$ cat config.mk
export PLATFORM = sky130hd
export DESIGN_NAME = ibex_prefetch_ctrl_flat
export DESIGN_NICKNAME = d
export VERILOG_FILES = /design/src/rtl/ibex_pkg.sv /design/src/rtl/ibex_prefetch_ctrl_if.sv /design/src/rtl/ibex_prefetch_ctrl.sv /design/src/flat_wrapper.sv
export SDC_FILE = /design/constraint.sdc
export NUM_CORES = 1
export LEC_CHECK = 0
export CORE_ASPECT_RATIO = 1.1
export CORE_MARGIN = 8
export CORE_UTILIZATION = 25
export CTS_CLUSTER_SIZE = 40
export DETAILED_ROUTE_END_ITERATION = 8
export SLEW_MARGIN = 15
export SYNTH_ARGS = -nofsm -noshare
export SYNTH_HDL_FRONTEND = slang
export SYNTH_SLANG_ARGS = --single-unit
$ cat constraint.sdc
create_clock -name clk_i -period 3.55 [get_ports clk_i]
set_input_delay 0.8875 -clock clk_i [delete_from_list [all_inputs] [get_ports clk_i]]
set_output_delay 0.8875 -clock clk_i [all_outputs]
set_load 0.03 [all_outputs]
$ cat src/rtl/ibex_pkg.sv
// Shared types and helpers for the instruction prefetch path.
package ibex_pkg;

    typedef enum logic [0:0] {
        IDLE,
        WAIT_GNT
    } prefetch_ctrl_state_e;

    localparam logic [31:0] FETCH_STEP = 32'd4;

    function automatic logic [31:0] word_align(input logic [31:0] addr);
        return {addr[31:2], 2'b00};
    endfunction

endpackage

$ cat src/rtl/ibex_prefetch_ctrl_if.sv
// Core, fetch-FIFO and instruction-memory signals of the prefetch controller.
interface ibex_prefetch_ctrl_if;

    logic        req_i;
    logic        branch_i;
    logic [31:0] addr_i;
    logic        busy_o;
    logic        fifo_clear_o;
    logic        fifo_valid_o;
    logic        fifo_ready_i;
    logic [31:0] fifo_addr_o;
    logic [31:0] fifo_rdata_o;
    logic        fifo_err_o;
    logic        instr_req_o;
    logic        instr_gnt_i;
    logic [31:0] instr_addr_o;
    logic        instr_rvalid_i;
    logic [31:0] instr_rdata_i;
    logic        instr_err_i;

    // The prefetch controller drives the memory bus and the FIFO.
    modport master (
        input  req_i, branch_i, addr_i, fifo_ready_i,
        input  instr_gnt_i, instr_rvalid_i, instr_rdata_i, instr_err_i,
        output busy_o, fifo_clear_o, fifo_valid_o, fifo_addr_o,
        output fifo_rdata_o, fifo_err_o, instr_req_o, instr_addr_o
    );

    modport slave (
        output req_i, branch_i, addr_i, fifo_ready_i,
        output instr_gnt_i, instr_rvalid_i, instr_rdata_i, instr_err_i,
        input  busy_o, fifo_clear_o, fifo_valid_o, fifo_addr_o,
        input  fifo_rdata_o, fifo_err_o, instr_req_o, instr_addr_o
    );

endinterface

$ cat src/rtl/ibex_prefetch_ctrl.sv
// Instruction prefetch controller: issues word fetches, tracks outstanding
// requests and drops responses that belong to the pre-branch stream.
module ibex_prefetch_ctrl
    import ibex_pkg::*;
#(
    parameter int unsigned NUM_REQS = 2
) (
    input logic                  clk_i,
    input logic                  rst_i,
    ibex_prefetch_ctrl_if.master bus
);

    localparam int unsigned      CNT_W   = $clog2(NUM_REQS + 1);
    localparam logic [CNT_W-1:0] MAX_CNT = CNT_W'(NUM_REQS);
    localparam logic [CNT_W-1:0] ONE     = CNT_W'(1);

    prefetch_ctrl_state_e state_reg;
    logic [CNT_W-1:0]     cnt_reg, cnt_next;
    logic [CNT_W-1:0]     dcnt_reg, dcnt_next;
    logic [31:0]          fetch_addr_reg, fetch_addr_next;
    logic [31:0]          branch_addr;
    logic                 req_out;
    logic                 gnt_fire;

    assign branch_addr = word_align(bus.addr_i);

    // A branch overrides a full FIFO because the clear frees every slot.
    always_comb begin
        req_out = 1'b0;
        if (state_reg == WAIT_GNT) begin
            req_out = 1'b1;
        end else if (bus.req_i && (cnt_reg < MAX_CNT) && (bus.fifo_ready_i || bus.branch_i)) begin
            req_out = 1'b1;
        end
    end

    assign gnt_fire = req_out && bus.instr_gnt_i;

    always_comb begin
        cnt_next = cnt_reg;
        if (gnt_fire) begin
            cnt_next = cnt_next + ONE;
        end
        if (bus.instr_rvalid_i && (cnt_reg != '0)) begin
            cnt_next = cnt_next - ONE;
        end
    end

    // The request granted in a branch cycle already targets the new stream.
    always_comb begin
        dcnt_next = dcnt_reg;
        if (bus.branch_i) begin
            dcnt_next = cnt_next - (gnt_fire ? ONE : '0);
        end else if (bus.instr_rvalid_i && (dcnt_reg != '0)) begin
            dcnt_next = dcnt_reg - ONE;
        end
    end

    always_comb begin
        fetch_addr_next = fetch_addr_reg;
        if (gnt_fire) begin
            fetch_addr_next = bus.instr_addr_o + FETCH_STEP;
        end else if (bus.branch_i) begin
            fetch_addr_next = branch_addr;
        end
    end

    always_ff @(posedge clk_i) begin
        if (rst_i) begin
            state_reg      <= IDLE;
            cnt_reg        <= '0;
            dcnt_reg       <= '0;
            fetch_addr_reg <= '0;
        end else begin
            cnt_reg        <= cnt_next;
            dcnt_reg       <= dcnt_next;
            fetch_addr_reg <= fetch_addr_next;
            unique case (state_reg)
                IDLE:     if (req_out && !bus.instr_gnt_i) state_reg <= WAIT_GNT;
                WAIT_GNT: if (bus.instr_gnt_i)             state_reg <= IDLE;
                default:                                   state_reg <= IDLE;
            endcase
        end
    end

    assign bus.instr_req_o  = req_out;
    assign bus.instr_addr_o = bus.branch_i ? branch_addr : fetch_addr_reg;
    assign bus.busy_o       = (cnt_reg != '0) || req_out;
    assign bus.fifo_clear_o = bus.branch_i;
    assign bus.fifo_addr_o  = bus.addr_i;
    assign bus.fifo_valid_o = bus.instr_rvalid_i && (dcnt_reg == '0);
    assign bus.fifo_rdata_o = bus.instr_rdata_i;
    assign bus.fifo_err_o   = bus.instr_err_i;

    // A response with nothing outstanding means the memory broke protocol.
    a_no_orphan_rvalid: assert property (@(posedge clk_i) disable iff (rst_i)
        !(bus.instr_rvalid_i && (cnt_reg == '0)));

    a_cnt_bounded: assert property (@(posedge clk_i) disable iff (rst_i)
        (cnt_reg <= MAX_CNT) && (dcnt_reg <= cnt_reg));

endmodule

$ cat src/flat_wrapper.sv
// flat-port wrapper written by rule: the top's interface ports become plain ports
module ibex_prefetch_ctrl_flat import ibex_pkg::*;
#(
    parameter int unsigned NUM_REQS = 2
)
  (clk_i, rst_i, bus_req_i, bus_branch_i, bus_addr_i, bus_fifo_ready_i, bus_instr_gnt_i, bus_instr_rvalid_i, bus_instr_rdata_i, bus_instr_err_i, bus_busy_o, bus_fifo_clear_o, bus_fifo_valid_o, bus_fifo_addr_o, bus_fifo_rdata_o, bus_fifo_err_o, bus_instr_req_o, bus_instr_addr_o);
  ibex_prefetch_ctrl_if bus_i ();
  input logic clk_i;
  input logic rst_i;
  input wire logic [$bits(bus_i.req_i)-1:0] bus_req_i;
  input wire logic [$bits(bus_i.branch_i)-1:0] bus_branch_i;
  input wire logic [$bits(bus_i.addr_i)-1:0] bus_addr_i;
  input wire logic [$bits(bus_i.fifo_ready_i)-1:0] bus_fifo_ready_i;
  input wire logic [$bits(bus_i.instr_gnt_i)-1:0] bus_instr_gnt_i;
  input wire logic [$bits(bus_i.instr_rvalid_i)-1:0] bus_instr_rvalid_i;
  input wire logic [$bits(bus_i.instr_rdata_i)-1:0] bus_instr_rdata_i;
  input wire logic [$bits(bus_i.instr_err_i)-1:0] bus_instr_err_i;
  output wire logic [$bits(bus_i.busy_o)-1:0] bus_busy_o;
  output wire logic [$bits(bus_i.fifo_clear_o)-1:0] bus_fifo_clear_o;
  output wire logic [$bits(bus_i.fifo_valid_o)-1:0] bus_fifo_valid_o;
  output wire logic [$bits(bus_i.fifo_addr_o)-1:0] bus_fifo_addr_o;
  output wire logic [$bits(bus_i.fifo_rdata_o)-1:0] bus_fifo_rdata_o;
  output wire logic [$bits(bus_i.fifo_err_o)-1:0] bus_fifo_err_o;
  output wire logic [$bits(bus_i.instr_req_o)-1:0] bus_instr_req_o;
  output wire logic [$bits(bus_i.instr_addr_o)-1:0] bus_instr_addr_o;
  assign bus_i.req_i = bus_req_i;
  assign bus_i.branch_i = bus_branch_i;
  assign bus_i.addr_i = bus_addr_i;
  assign bus_i.fifo_ready_i = bus_fifo_ready_i;
  assign bus_i.instr_gnt_i = bus_instr_gnt_i;
  assign bus_i.instr_rvalid_i = bus_instr_rvalid_i;
  assign bus_i.instr_rdata_i = bus_instr_rdata_i;
  assign bus_i.instr_err_i = bus_instr_err_i;
  assign bus_busy_o = bus_i.busy_o;
  assign bus_fifo_clear_o = bus_i.fifo_clear_o;
  assign bus_fifo_valid_o = bus_i.fifo_valid_o;
  assign bus_fifo_addr_o = bus_i.fifo_addr_o;
  assign bus_fifo_rdata_o = bus_i.fifo_rdata_o;
  assign bus_fifo_err_o = bus_i.fifo_err_o;
  assign bus_instr_req_o = bus_i.instr_req_o;
  assign bus_instr_addr_o = bus_i.instr_addr_o;
  ibex_prefetch_ctrl #(.NUM_REQS(NUM_REQS)) u_core (.clk_i(clk_i), .rst_i(rst_i), .bus(bus_i));
endmodule
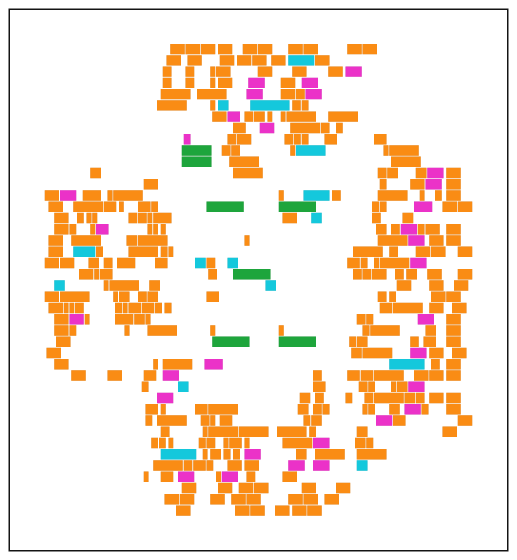
(run_1/sizing.png)
legend:
  cyan:
    size: x3 and x4
    cells: 15
    share: 4.0%
  green:
    size: x6 and larger
    cells: 7
    share: 1.9%
  magenta:
    size: x2
    cells: 31
    share: 8.3%
  orange:
    size: x1 and smaller
    cells: 322
    share: 86%
P&R area growth vs syn: 26.88%
fin area: 0.003780 mm²
setup ws final: 0.2735 ns

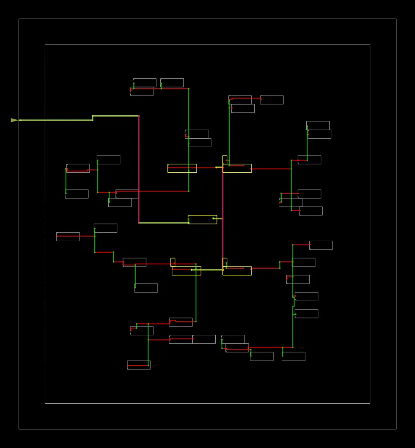
(run_1/clock_nets.png)
flop count: 37
Clock Sinks: 37
clock skew: 0.004801 ns

==> results.py, run 1 <==
# Physical implementation metrics
metrics = {
    "status": {
        "outcome": "complete, no violations",
    },
    "finish": {
        "comb_area_mm2": 0.001569,
        "clock_area_share_pct": 3.608,
        "largest_reg_flops": 32,
        "final_cell_mix": "clkdlybuf4s50_1, dfxtp_1, mux2_2",
        "logic_gate_count": 208,
        "drive_gt1_share_pct": 14.13,
        "signal_buffers": 110,
        "seq_area_um2": 740.7,
        "biggestCellCategory": "multi-input combinational cells",
        "nClkBuffers": 8,
    },
    "setup_path": {
        "worstReg2RegStart": "u_core.cnt_reg[1]",
        "ff2ff_setup_slack_ns": 1.43,
        "critPathLaunch": "bus_addr_i[5]",
        "cp-start-kind": "input port",
        "path_depth": 3,
        "crit_arrival_ns": 2.39,
        "worstReg2RegEnd": "u_core.dcnt_reg[1]",
        "worstPathRequired_ns": 2.66,
        "critPathBufInv": 2,
        "critical_path_class": "input port to primary output",
    },
    "power_and_ir_drop": {
        "p_int_mw": 1.002,
        "p_clk_share_pct": 27.7,
        "powerComb_uw": 625,
        "power-per-cell-area_mw_per_mm2": 407.2,
        "largestPowerGroup": "combinational logic",
        "peakVddDrop_uv": 329.1,
        "combPwrFrac_pct": 40.6,
        "p_sw_share_pct": 34.92,
    },
    "routing": {
        "wl_met1_mm": 3.574,
        "firstDrtPassIters": 4,
        "drc": 0,
    },
    "synthesis": {
        "synthXorXnorAreaFrac_pct": 3.528,
        "yosys.stat.seqShare_pct": 24.86,
        "compound_area_share_pct": 11.47,
        "muxShareOfSynthArea_pct": 11.26,
        "synth_stat.cells": 344,
        "top_logic_kind": "simple AND/OR/NAND/NOR gates",
        "yosysWarnings": 0,
        "ys_dominant_reg_cell": "dfxtp_1",
        "synth_area_mm2": 0.002979,
        "syn-num-nets": 420,
        "synth_cell_types": 50,
        "adder_share_pct": 1.680,
    },
    "sta": {
        "fin_crit_sh_pct": 92.30,
    },
    "place": {
        "io_buffers": 102,
        "gp_congestion": 0.7320,
    },
    "grt": {
        "antenna_found_initial": 0,
        "gr-max-usage-layer": "met2",
        "grt_util_all_layers_pct": 10.24,
        "grt_overflow": 0,
        "grt_pass1_wl_mm": 13.08,
    },
    "clock_network": {
        "insertion_delay_ns": 0.27,
        "cts-buffers-inserted": 5,
        "cts_setup_buffers": 0,
        "cts_root_buf": "clkbuf_16",
        "hold_buffers": 0,
    },
    "floorplan": {
        "io_pins": 173,
        "fp_util_pct": 25.20,
        "die_height_um": 130.5,
    },
    "job": {
        "max-cap-violations": 0,
    },
    "hold_path": {
        "min_from": "u_core.fetch_addr_reg[1]",
        "hold_path_depth": 2,
    },
}
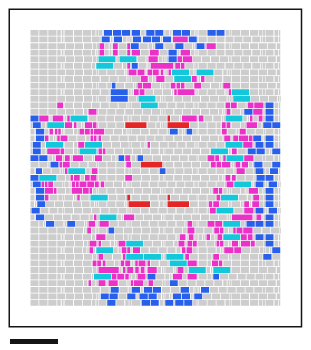
(run_1/class_map.png)
Bar = 20 µm. Fill, decap, tap and diode cells in grey.
legend:
  magenta:
    class: remaining logic cells
    cells: 220
    share_of_their_area: 45%
  blue:
    class: remaining buffers and delay cells
    cells: 110
    share_of_their_area: 31%
  red:
    class: clock drivers and dummy loads
    cells: 8
    share_of_their_area: 3.8%
  cyan:
    class: registers
    cells: 37
    share_of_their_area: 21%
fin util: 31.97%
area of the core: 0.01182 mm²
Seq/total area: 19.60%
Cell Rows: 42

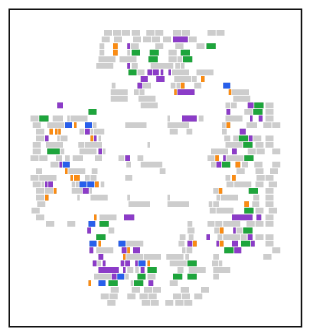
(run_1/gates.png)
legend:
  orange:
    family: nor cells
    cells: 32
  green:
    family: mux cells
    cells: 30
  blue:
    family: xor and xnor cells
    cells: 12
  purple:
    family: nand cells
    cells: 57
Non-Filler Instances: 529
Top cell excl fill/tap: clkdlybuf4s50_1

==> run_1/m2.png <==
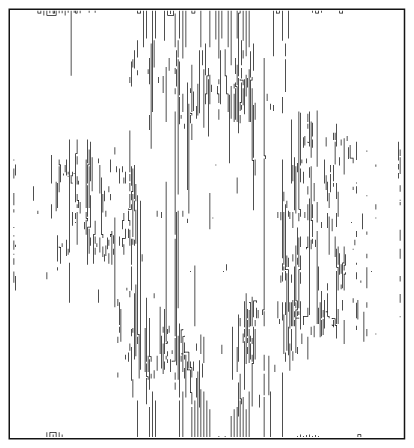

==> run 1 -> run 2 <==
Settings changed: CTS_BUF_LIST set to sky130_fd_sc_hd__clkbuf_8, DONT_BUFFER_PORTS set to 1, PLACE_DENSITY set to 0.44.
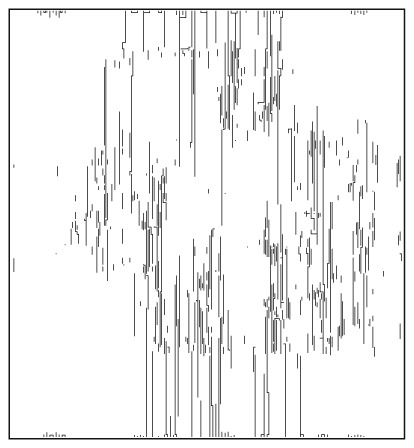
(run_2/m2.png)
longest straight run: 50.5 µm
nets with wire on the layer: 282
wire length on this layer: 3490 µm
drt total wl: 7.389 mm
vias: 2077
routing usage on met2: 16.41%

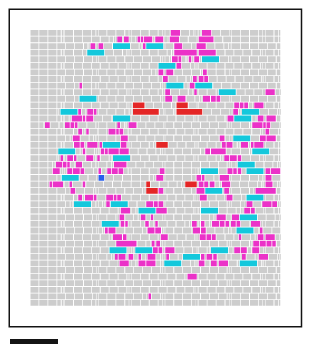
(run_2/class_map.png)
Bar = 20 µm. Fill, decap, tap and diode cells in grey.
Seq/total area: 27.55%
fin area: 0.002689 mm²

==> run 2 against run 1 <==
- first-iteration DRC count rose by 2.9%
- die size unchanged
- utilization fell by 9.2 points
- register-to-register slack worse by 0.19 ns
- sequential share of layout area rose by 8.0 points
- clock skew rose by 0.0050 ns
- synthesized area is the same
- largest power group is now sequential cells
- highest routed layer unchanged
==> results.py, run 2 <==
# Physical implementation metrics
metrics = {
    "finish": {
        "seq_cell_count": 37,
        "final_cell_mix": "dfxtp_1, mux2_2, nor2_1",
        "lay_top_count": "dfxtp_1",
        "post-route-util_pct": 22.74,
        "biggestCellCategory": "multi-input combinational cells",
        "clock_area_share_pct": 4.979,
        "largest_reg_flops": 32,
        "signal_buffers": 1,
        "drive_gt1_share_pct": 17.29,
    },
    "grt": {
        "grt_pass1_wl_mm": 11.90,
        "gr-max-usage-layer": "met2",
        "antenna_found_initial": 0,
    },
    "clock_network": {
        "cts-buffers-inserted": 5,
        "cts_setup_buffers": 0,
        "cts_sinks": 37,
        "cts_root_buf": "clkbuf_8",
        "hold_buffers": 0,
    },
    "setup_path": {
        "crit_arrival_ns": 2.86,
        "cp-start-kind": "input port",
        "critPathBufInv": 1,
        "critical_path_class": "input port to flip-flop",
        "path_depth": 7,
        "worstReg2RegEnd": "u_core.fetch_addr_reg[14]",
        "critPathLaunch": "bus_branch_i",
    },
    "place": {
        "gp_congestion": 0.7315,
    },
    "power_and_ir_drop": {
        "p_clk_share_pct": 33.9,
        "peakVddDrop_uv": 230.4,
        "p_sw_share_pct": 33.50,
        "power-per-cell-area_mw_per_mm2": 493.9,
    },
    "synthesis": {
        "ys_dominant_reg_cell": "dfxtp_1",
        "muxShareOfSynthArea_pct": 11.26,
        "top_logic_kind": "simple AND/OR/NAND/NOR gates",
        "adder_share_pct": 1.680,
        "syn-num-nets": 420,
        "synthXorXnorAreaFrac_pct": 3.528,
    },
    "routing": {
        "firstDrtPassIters": 4,
        "wl_met1_mm": 2.987,
    },
    "hold_path": {
        "min_from": "u_core.dcnt_reg[0]",
    },
    "status": {
        "outcome": "complete, no violations",
    },
}
==> run_2/sizing.png <==
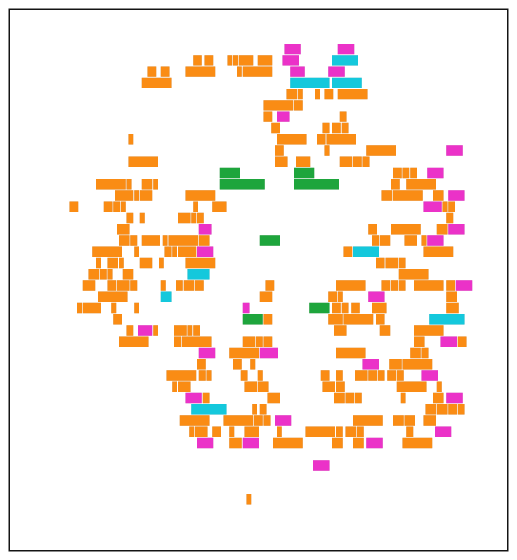

==> run 2 -> run 3 <==
Clock period 3.55 ns to 2.7 ns, I/O delays scaled along.
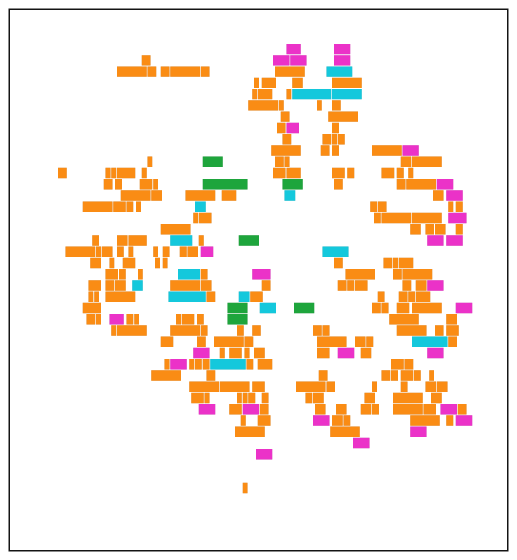
(run_3/sizing.png)
legend:
  magenta:
    size: x2
    cells: 29
    share: 11%
  orange:
    size: x1 and smaller
    cells: 219
    share: 81%
  cyan:
    size: x3 and x4
    cells: 14
    share: 5.2%
  green:
    size: x6 and larger
    cells: 7
    share: 2.6%
fin area: 0.002715 mm²
setup ws final: 0.5732 ns
P&R area growth vs syn: -8.862%
Buffers excl. clock: 4

==> run 3 against run 2 <==
- critical endpoint is now bus_instr_req_o
- sequential cell count is the same
- first-iteration DRC count fell by 15%
- non-clock buffer count up 3
- sequential share of layout area fell by 0.27 points
==> results.py, run 3 <==
# Physical implementation metrics
metrics = {
    "clock_network": {
        "cts_setup_buffers": 0,
        "cts_sinks": 37,
        "cts_root_buf": "clkbuf_8",
    },
    "synthesis": {
        "syn-num-nets": 420,
        "top_logic_kind": "simple AND/OR/NAND/NOR gates",
        "synthXorXnorAreaFrac_pct": 3.528,
        "muxShareOfSynthArea_pct": 11.26,
        "synth-edff-count": 0,
        "syn_avg_cell_area_um2": 8.660,
        "ys_dominant_reg_cell": "dfxtp_1",
    },
    "finish": {
        "biggestCellCategory": "multi-input combinational cells",
        "clock_area_share_pct": 4.286,
        "seq_cell_count": 37,
        "logic_gate_count": 208,
        "seq-cell-share_pct": 27.28,
        "lay_top_count": "dfxtp_1",
        "post-route-util_pct": 22.96,
        "largest_reg_flops": 32,
        "drive_gt1_share_pct": 18.59,
        "final_cell_mix": "dfxtp_1, mux2_2, nor2_1",
    },
    "power_and_ir_drop": {
        "peakVddDrop_uv": 226.1,
        "p_sw_share_pct": 34.80,
        "p_clk_share_pct": 30.3,
        "power-per-cell-area_mw_per_mm2": 622.8,
    },
    "setup_path": {
        "critPathTopFamily": "buffers and inverters",
        "critPathBufInv": 2,
        "path_depth": 4,
        "worstReg2RegEnd": "u_core.dcnt_reg[1]",
        "worstPathRequired_ns": 2.03,
        "critPathLaunch": "u_core.cnt_reg[1]",
        "cp-start-kind": "flip-flop",
    },
    "status": {
        "outcome": "complete, no violations",
    },
    "grt": {
        "antenna_found_initial": 0,
        "grt_pass1_wl_mm": 11.67,
    },
    "sta": {
        "fin_crit_sh_pct": 78.77,
    },
    "routing": {
        "wl_met1_mm": 2.943,
        "firstDrtPassIters": 4,
    },
    "place": {
        "gp_congestion": 0.7326,
    },
    "hold_path": {
        "min_from": "rst_i",
    },
}
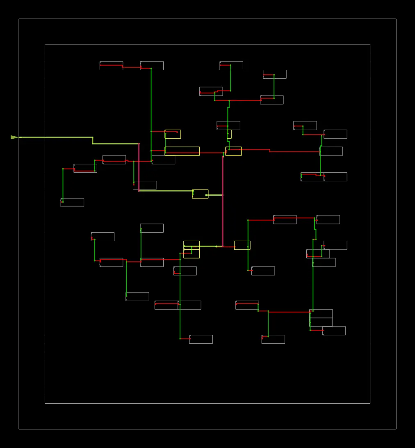
(run_3/clock_nets.png)
P_clk: 513 µW
clk_lat worst skew: 0.29 ns
Clock Buffer Count: 6
CTS buffer count: 5

Power is estimated from default activity; no workload was simulated.
